<file path="src/rtl/fetch_unit_pkg.sv">
// Shared types and constants for the instruction-fetch slice.
// Latency: n/a (types only).
// Backpressure: n/a (types only).
package fetch_unit_pkg;

  typedef logic [15:0] lc3b_word;

  // FETCH: request outstanding at pc. HOLD: word parked, decode busy.
  // SQUASH: waiting out a response whose word must be thrown away.
  typedef enum logic [1:0] {
    FETCH  = 2'd0,
    HOLD   = 2'd1,
    SQUASH = 2'd2
  } fetch_state_t;

  localparam lc3b_word RESET_PC_DEFAULT  = 16'h0000;
  localparam lc3b_word NOP_INSTR_DEFAULT = 16'h0000;  // BR with nzp=000

  // Instruction addresses are halfword aligned; bit0 is always dropped.
  function automatic lc3b_word align_pc(input lc3b_word addr);
    return addr & 16'hFFFE;
  endfunction

endpackage

</file>
<file path="src/rtl/fetch_unit_if_id_reg.sv">
// Fetch-to-decode pipeline register holding {instruction, pc, pc+2, valid}.
// Latency: one cycle from load to visible output.
// Backpressure: contents held until consumed (consume) or flushed; a load wins over consume.
//
// Ports: clk/rst, load + instr_in/pc_in/pc_plus2_in write a new word,
// flush drops the current word, consume clears valid when decode takes it,
// if_* are the registered outputs seen by decode.
module fetch_unit_if_id_reg
  import fetch_unit_pkg::*;
#(
  parameter lc3b_word NOP_INSTR = NOP_INSTR_DEFAULT
) (
  input  logic     clk,
  input  logic     rst,
  input  logic     load,
  input  logic     flush,
  input  logic     consume,
  input  lc3b_word instr_in,
  input  lc3b_word pc_in,
  input  lc3b_word pc_plus2_in,
  output lc3b_word if_instruction,
  output lc3b_word if_pc,
  output lc3b_word if_pc_plus2,
  output logic     if_valid
);

  lc3b_word instr_q;

  always_ff @(posedge clk) begin
    if (rst) begin
      instr_q     <= NOP_INSTR;
      if_pc       <= '0;
      if_pc_plus2 <= '0;
      if_valid    <= 1'b0;
    end else if (flush) begin
      if_valid <= 1'b0;
    end else if (load) begin
      instr_q     <= instr_in;
      if_pc       <= pc_in;
      if_pc_plus2 <= pc_plus2_in;
      if_valid    <= 1'b1;
    end else if (consume) begin
      if_valid <= 1'b0;
    end
  end

  // Decode must never see a stale word, so idle slots present the NOP.
  assign if_instruction = if_valid ? instr_q : NOP_INSTR;

endmodule

</file>
<file path="src/rtl/fetch_unit.sv">
// Instruction fetch: owns the PC, runs the imem read handshake, feeds decode.
// Latency: fetched word visible on if_* one cycle after imem_resp; 1 instr/cycle with zero-wait memory.
// Backpressure: a word returned while decode is stalled parks in a hold register and fetching pauses.
//
// Ports: clk/rst; imem_address/imem_read out and imem_rdata/imem_resp in
// form the memory handshake; id_ready is decode's accept; redirect/redirect_pc
// flush and retarget the PC; if_instruction/if_pc/if_pc_plus2/if_valid go to decode.
module fetch_unit
  import fetch_unit_pkg::*;
#(
  parameter lc3b_word RESET_PC  = RESET_PC_DEFAULT,
  parameter lc3b_word NOP_INSTR = NOP_INSTR_DEFAULT
) (
  input  logic     clk,
  input  logic     rst,
  output lc3b_word imem_address,
  output logic     imem_read,
  input  lc3b_word imem_rdata,
  input  logic     imem_resp,
  input  logic     id_ready,
  input  logic     redirect,
  input  lc3b_word redirect_pc,
  output lc3b_word if_instruction,
  output lc3b_word if_pc,
  output lc3b_word if_pc_plus2,
  output logic     if_valid
);

  fetch_state_t state, state_n;
  lc3b_word     pc, pc_n;
  lc3b_word     hold, hold_n;
  lc3b_word     redirect_latch, latch_n;
  lc3b_word     pc_plus2, redirect_target, id_instr;
  logic         slot_free, id_load, id_flush;

  assign pc_plus2        = pc + 16'd2;  // wraps FFFE -> 0000
  assign redirect_target = align_pc(redirect_pc);
  assign slot_free       = !if_valid || id_ready;
  assign imem_address    = pc;

  always_comb begin
    state_n   = state;
    pc_n      = pc;
    hold_n    = hold;
    latch_n   = redirect_latch;
    id_load   = 1'b0;
    id_flush  = 1'b0;
    id_instr  = imem_rdata;
    imem_read = 1'b0;
    case (state)
      FETCH: begin
        imem_read = 1'b1;
        if (redirect) begin
          id_flush = 1'b1;
          // The address must stay put while the old request is in flight,
          // so an unanswered redirect is parked until the response drains.
          if (imem_resp) begin
            pc_n = redirect_target;
          end else begin
            latch_n = redirect_target;
            state_n = SQUASH;
          end
        end else if (imem_resp) begin
          if (slot_free) begin
            id_load = 1'b1;
            pc_n    = pc_plus2;
          end else begin
            hold_n  = imem_rdata;
            state_n = HOLD;
          end
        end
      end
      HOLD: begin
        if (redirect) begin
          id_flush = 1'b1;
          pc_n     = redirect_target;
          state_n  = FETCH;
        end else if (slot_free) begin
          id_load  = 1'b1;
          id_instr = hold;
          pc_n     = pc_plus2;
          state_n  = FETCH;
        end
      end
      SQUASH: begin
        imem_read = 1'b1;
        if (redirect) begin
          id_flush = 1'b1;
          latch_n  = redirect_target;
        end
        if (imem_resp) begin
          pc_n    = redirect ? redirect_target : redirect_latch;
          state_n = FETCH;
        end
      end
      default: state_n = FETCH;
    endcase
  end

  always_ff @(posedge clk) begin
    if (rst) begin
      // A request still in flight at reset will answer later with a word for
      // the old address; SQUASH swallows it, then refetches from RESET_PC
      // (the latch holds RESET_PC so the squash exit lands there).
      state          <= (imem_read && !imem_resp) ? SQUASH : FETCH;
      pc             <= align_pc(RESET_PC);
      hold           <= '0;
      redirect_latch <= align_pc(RESET_PC);
    end else begin
      state          <= state_n;
      pc             <= pc_n;
      hold           <= hold_n;
      redirect_latch <= latch_n;
    end
  end

  fetch_unit_if_id_reg #(
    .NOP_INSTR(NOP_INSTR)
  ) u_if_id_reg (
    .clk            (clk),
    .rst            (rst),
    .load           (id_load),
    .flush          (id_flush),
    .consume        (id_ready),
    .instr_in       (id_instr),
    .pc_in          (pc),
    .pc_plus2_in    (pc_plus2),
    .if_instruction (if_instruction),
    .if_pc          (if_pc),
    .if_pc_plus2    (if_pc_plus2),
    .if_valid       (if_valid)
  );

endmodule
</file>
<file path="config.mk">
export PLATFORM = sky130hd
export DESIGN_NAME = fetch_unit
export DESIGN_NICKNAME = d
export VERILOG_FILES = /design/src/rtl/fetch_unit_pkg.sv /design/src/rtl/fetch_unit_if_id_reg.sv /design/src/rtl/fetch_unit.sv
export SDC_FILE = /design/constraint.sdc
export NUM_CORES = 1
export LEC_CHECK = 0
export CELL_PAD_IN_SITES_DETAIL_PLACEMENT = 1
export CELL_PAD_IN_SITES_GLOBAL_PLACEMENT = 2
export CORE_ASPECT_RATIO = 0.6
export CORE_MARGIN = 2
export CORE_UTILIZATION = 31
export DETAILED_ROUTE_END_ITERATION = 10
export PLACE_DENSITY_LB_ADDON = 0.25
export SLEW_MARGIN = 25
export SYNTH_ARGS = -nofsm -noshare
export SYNTH_HDL_FRONTEND = slang
export SYNTH_SLANG_ARGS = --single-unit
</file>
<file path="constraint.sdc">
create_clock -name clk -period 2.7 [get_ports clk]
set_clock_uncertainty 0.05 [all_clocks]
set_input_delay 0.27 -clock clk [delete_from_list [all_inputs] [get_ports clk]]
set_output_delay 0.27 -clock clk [all_outputs]
set_load 0.1 [all_outputs]
</file>
Figure 1. Clock wiring as the flow saved it (run 1).
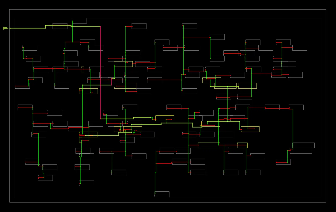
clock sink count: 98
Clk Latency, worst-skew pair: 0.34 ns
sequential cell count: 98
Num CTS Buffers: 9

Figure 2. Port wiring (run 1).
(3 px per µm)
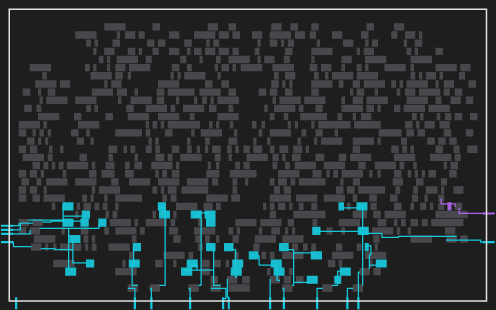
Purple marks imem_read, bits 1, direction output, end cells 1, wire 17.2 µm. Cyan marks redirect_pc, bits 16, direction input, end cells 35, wire 469 µm.

==> out/results.ini, run 1 <==
[floorplan]
die_x_um=159
die-area_um2=15300
rows=33

[cts]
cts.htree.levels=3
cts_tree=built
ctsResizeCount=0
clkSlewWorstSetupHoldPaths_ns=0.07

[final_layout]
final_area_um2=5790
final-clk-cell-share_pct=5.97
areaGrowthSynthToFinish_pct=30.2
drive_gt1_share_pct=16.7
fillers=1648
final_common_cell=dfxtp_1
nClkBuffers=12

[outcome]
status=completed

[critical_path]
arrival_ns=2.24
path_class=reg -> reg
worst_setup_path_end_kind=flip-flop
r2r_cells=6

[drt]
final_antenna_net_count=0
routed.top_layer=met4
drt_iter0_markers=178
met1_length_mm=6.54
via_count=4138

[flow_run]
tool_warnings=27
max_cap_violations=0

[hold_path]
hold_path_class=reg -> reg
worstHoldEndpoint=hold[1]

[synthesis]
yosys-top-cells-count=dfxtp_1 (96), nand2_1 (81), nor2_1 (70), a21oi_1 (49), mux2i_1 (36)
yosysMostFrequentCell=dfxtp_1
ys_warn_count=0
yosysUniqueCellTypes=43

[power_and_ir_drop]
p_per_area_nw_per_um2=827
peakVddDrop_v=0.000385
intPower_uw=2940
power_leader=sequential cells
seq_power_share_pct=36.7
power_clock_uw=1490

[final_timing]
setup-tns-final_ns=0
drv_slew=0
worst_slack_ns=0.678

[grt]
grt_pass1_wl_mm=22.9
use_met1_pct=26.0
grt_use_total_pct=18.9

[placement]
dpl.hpwl_mm=9.99
port_buffers=101

Figure 3. M2 wires (run 1).
(3 px per µm) Cells faint in the background.
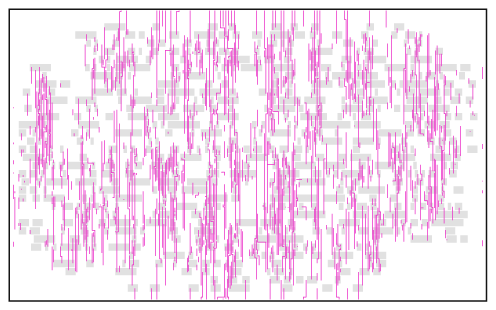
578 nets have wire on it. The longest straight run is 40.1 µm. The wires run mostly vertical. The layer carries 6540 µm of wire. The layer holds 47% of the routed length.

Figure 4. Layout detail (run 1).
Region (109, 63) to (129, 83) µm. Cells in gray, sequential cells in the stronger gray; small squares are vias.
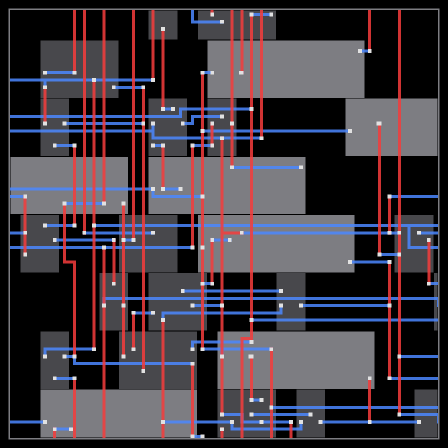
Red marks metal 2. Blue marks metal 1.
Netlist names of flops here include hold (4), u_if_id_reg.instr_q (3). Most frequent: dfxtp_1 (7), nand2_1 (5), a21oi_1 (3). 23 logic cells have their middle in the window. Sequential cells in the window: 7.

==> run 1: sequential cells by signal (all words and copies together) (netlist names) <==
signal	flops
imem_address	16
u_if_id_reg.if_pc_plus2	15
u_if_id_reg.instr_q	16
state	2
u_if_id_reg.if_valid	1
hold	16
redirect_latch	16
u_if_id_reg.if_pc	16
==> run 1: worst max-delay path: stages, from the launching register on <==
cell	delay (ns)
edfxtp_1	0.66
nor2_1	0.20
a221o_1	0.37
buf_4	0.21
nor3_1	0.23
a21oi_1	0.07
o22ai_1	0.15
==> run 1: logic make-up after synthesis <==
group / share of synthesized area (%)
simple gates: 22.2
compound gates: 16.9
flops: 44.6
buf+inv: 5.07
mux: 8.36
xor+xnor: 2.56
fa+ha+maj: 0.282
==> run 2, diff against run 1 <==
--- a/config.mk
+++ b/config.mk
@@ -9,7 +9,7 @@
 export CELL_PAD_IN_SITES_GLOBAL_PLACEMENT = 2
 export CORE_ASPECT_RATIO = 0.6
 export CORE_MARGIN = 2
-export CORE_UTILIZATION = 31
+export CORE_UTILIZATION = 29
 export DETAILED_ROUTE_END_ITERATION = 10
 export PLACE_DENSITY_LB_ADDON = 0.25
 export SLEW_MARGIN = 25
==> constraint.sdc (replaced) <==
create_clock -name clk -period 2 [get_ports clk]
set_clock_uncertainty 0.05 [all_clocks]
set_input_delay 0.2 -clock clk [delete_from_list [all_inputs] [get_ports clk]]
set_output_delay 0.2 -clock clk [all_outputs]
set_load 0.1 [all_outputs]
Figure 5. M2 wires (run 2).
(3 px per µm) Cells faint in the background.
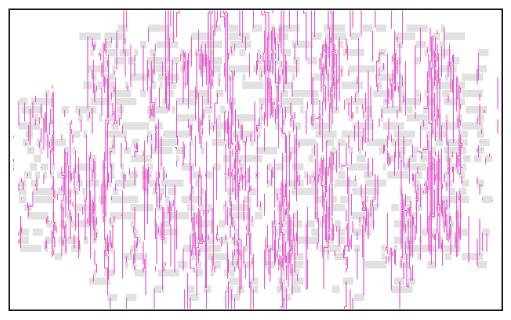
met2 Track Usage GR: 30.2%
DR vias: 4227
Total Routed Length: 14.5 mm

==> out/results.ini, run 2 <==
[synthesis]
ys_sh_adder_pct=0.282  ; unchanged
mux_share_pct=8.36  ; unchanged
top_logic_kind=simple AND/OR/NAND/NOR gates  ; unchanged
synth-simple-area-share_pct=22.2  ; unchanged
synthXorXnorAreaFrac_pct=2.56  ; unchanged
ys_warn_count=0  ; unchanged
ys_sh_aoi_pct=16.9  ; unchanged

[cts]
cts.htree.levels=3  ; unchanged
clkSlewWorstSetupHoldPaths_ns=0.08  ; was 0.07 ns

[power_and_ir_drop]
p_per_area_nw_per_um2=1020  ; was 827 nW/µm²
peakVddDrop_v=0.000489  ; was 0.000385 V

[final_layout]
fillers=1745  ; was 1648
drive_gt1_share_pct=22.4  ; was 16.7%

[grt]
grt_pass1_wl_mm=23.7  ; was 22.9 mm

[final_timing]
worst_slack_ns=0.115  ; was 0.678 ns

[critical_path]
arrival_ns=2.06  ; was 2.24 ns
critPathMaxStageDelay_ns=0.56  ; was 0.66 ns
r2r_cells=5  ; was 6
crit_chain=buf_4 > or4_1 > buf_12 > nor2_1 > nor3_1  ; was nor2_1 > a221o_1 > buf_4 > nor3_1 > a21oi_1 > o22ai_1

[floorplan]
die_x_um=164  ; was 159 µm

[outcome]
status=completed  ; unchanged

[drt]
final_antenna_net_count=0  ; unchanged

[run 2: cell counts after synthesis]
No cell type changed its count.
[run 2: power by group through the flow]
stage / Sequential (µW) / Clock, µW / Combinational [µW]
detailed placement: 2410 / 0 / 2270
global route: 2390 / 1820 / 2450
floorplan: 3110 / 0 / 851
CTS: 2360 / 1740 / 2280
global placement: 2390 / 0 / 2230
finish: 2360 / 1700 / 2290
[run 2: cell families after synthesis]
kind of cell             count (synthesis)
AND/OR/NAND/NOR                        220
AND-OR/OR-AND                          117
flip-flops                              98
buffers and inverters                   49
multiplexers                            37
XOR/XNOR                                13
adder cells (fa/ha/maj)                  1
[run 2: critical path, delay by kind of cell, from the launching register on]
kind	cells	cell delay, ns
AND/OR/NAND/NOR	3	0.76
flip-flops	1	0.54
buffers and inverters	2	0.40
==> run 3, diff against run 2 <==
--- a/config.mk
+++ b/config.mk
@@ -10,6 +10,7 @@
 export CORE_ASPECT_RATIO = 0.6
 export CORE_MARGIN = 2
 export CORE_UTILIZATION = 29
+export CTS_CLUSTER_SIZE = 28
 export DETAILED_ROUTE_END_ITERATION = 10
 export PLACE_DENSITY_LB_ADDON = 0.25
 export SLEW_MARGIN = 25
Figure 6. Metal layers overlaid (run 3).
(4 px per µm) Only two layers are drawn.
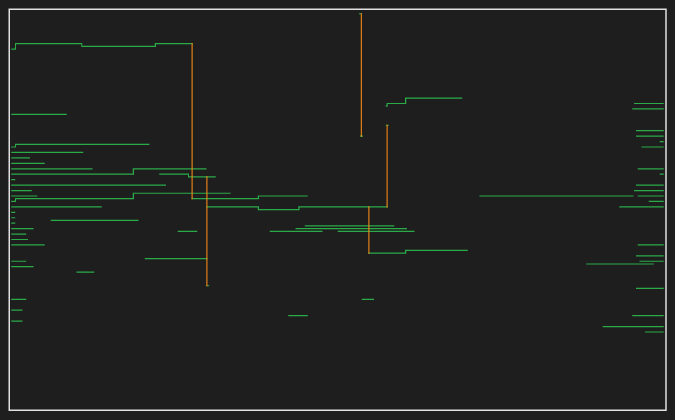
Orange marks metal 4, wire length 129 µm. Green marks metal 3, wire length 820 µm.

==> out/results.ini, run 3 <==
[drt]
final_antenna_net_count=0  ; unchanged
wirelength_mm=14.5  ; unchanged
met1_length_mm=6.84  ; unchanged
routed.top_layer=met4  ; unchanged
via_count=4227  ; unchanged
drt_iter0_markers=199  ; unchanged

[critical_path]
critPathMaxStageDelay_ns=0.56  ; about the same
crit_chain=buf_4 > or4_1 > buf_12 > nor2_1 > nor3_1  ; unchanged
path_class=reg -> reg  ; unchanged
worst_setup_path_end_kind=flip-flop  ; unchanged

[power_and_ir_drop]
p_per_area_nw_per_um2=1020  ; unchanged
intPower_uw=3730  ; unchanged
power_leader=sequential cells  ; unchanged
pg_comb_uw=2290  ; about the same
peakVddDrop_v=0.000489  ; unchanged

[grt]
grt_pass1_wl_mm=23.7  ; unchanged
use_met2_pct=30.2  ; unchanged
use_met1_pct=24.7  ; unchanged

[final_timing]
drv_slew=0  ; unchanged

[cts]
clock_latency_ns=0.35  ; about the same
clkSlewWorstSetupHoldPaths_ns=0.08  ; about the same
numCtsBuffers=9  ; unchanged
cts.htree.levels=3  ; unchanged
cts.sinks=98  ; unchanged

[final_layout]
drive_gt1_share_pct=22.4  ; unchanged
final-clk-cell-share_pct=4.59  ; unchanged
nClkBuffers=9  ; unchanged

[synthesis]
ys_sh_adder_pct=0.282  ; unchanged
mux_share_pct=8.36  ; unchanged
synthXorXnorAreaFrac_pct=2.56  ; unchanged
ys_sh_aoi_pct=16.9  ; unchanged
top_logic_kind=simple AND/OR/NAND/NOR gates  ; unchanged
ys_warn_count=0  ; unchanged
yosysMostFrequentCell=dfxtp_1  ; unchanged

[hold_path]
hold_path_class=in -> reg  ; unchanged

[placement]
port_buffers=101  ; unchanged

[outcome]
status=completed  ; unchanged

[flow_run]
tool_warnings=27  ; unchanged

## run 3: cell counts after synthesis
Identical to the previous run, type by type.
## run 3: through the flow
step | TNS [ns] | setup WS (ns)
after floorplan | 0 | 0.0375
after global placement | -0.0172 | -0.00897
after detailed placement | -1.59 | -0.125
after CTS | 0 | 0.0880
after global routing | 0 | 0.00776
final | 0 | 0.115
## run 3: worst paths after layout
path | startpoint | to | cells past startpoint
worst min register to register | hold[14] | hold[14] | 2
worst max-delay path | state[1] | u_if_id_reg.if_pc_plus2[13] | 5
worst max register to register | state[1] | u_if_id_reg.if_pc_plus2[13] | 5
worst min-delay path | rst | redirect_latch[11] | 2
## run 3: timing repair
action,in CTS,in global routing
gates resized,0,1
setup buffers,0,4
endpoints found under the setup margin,0,13
Power and IR drop assume default switching activity.
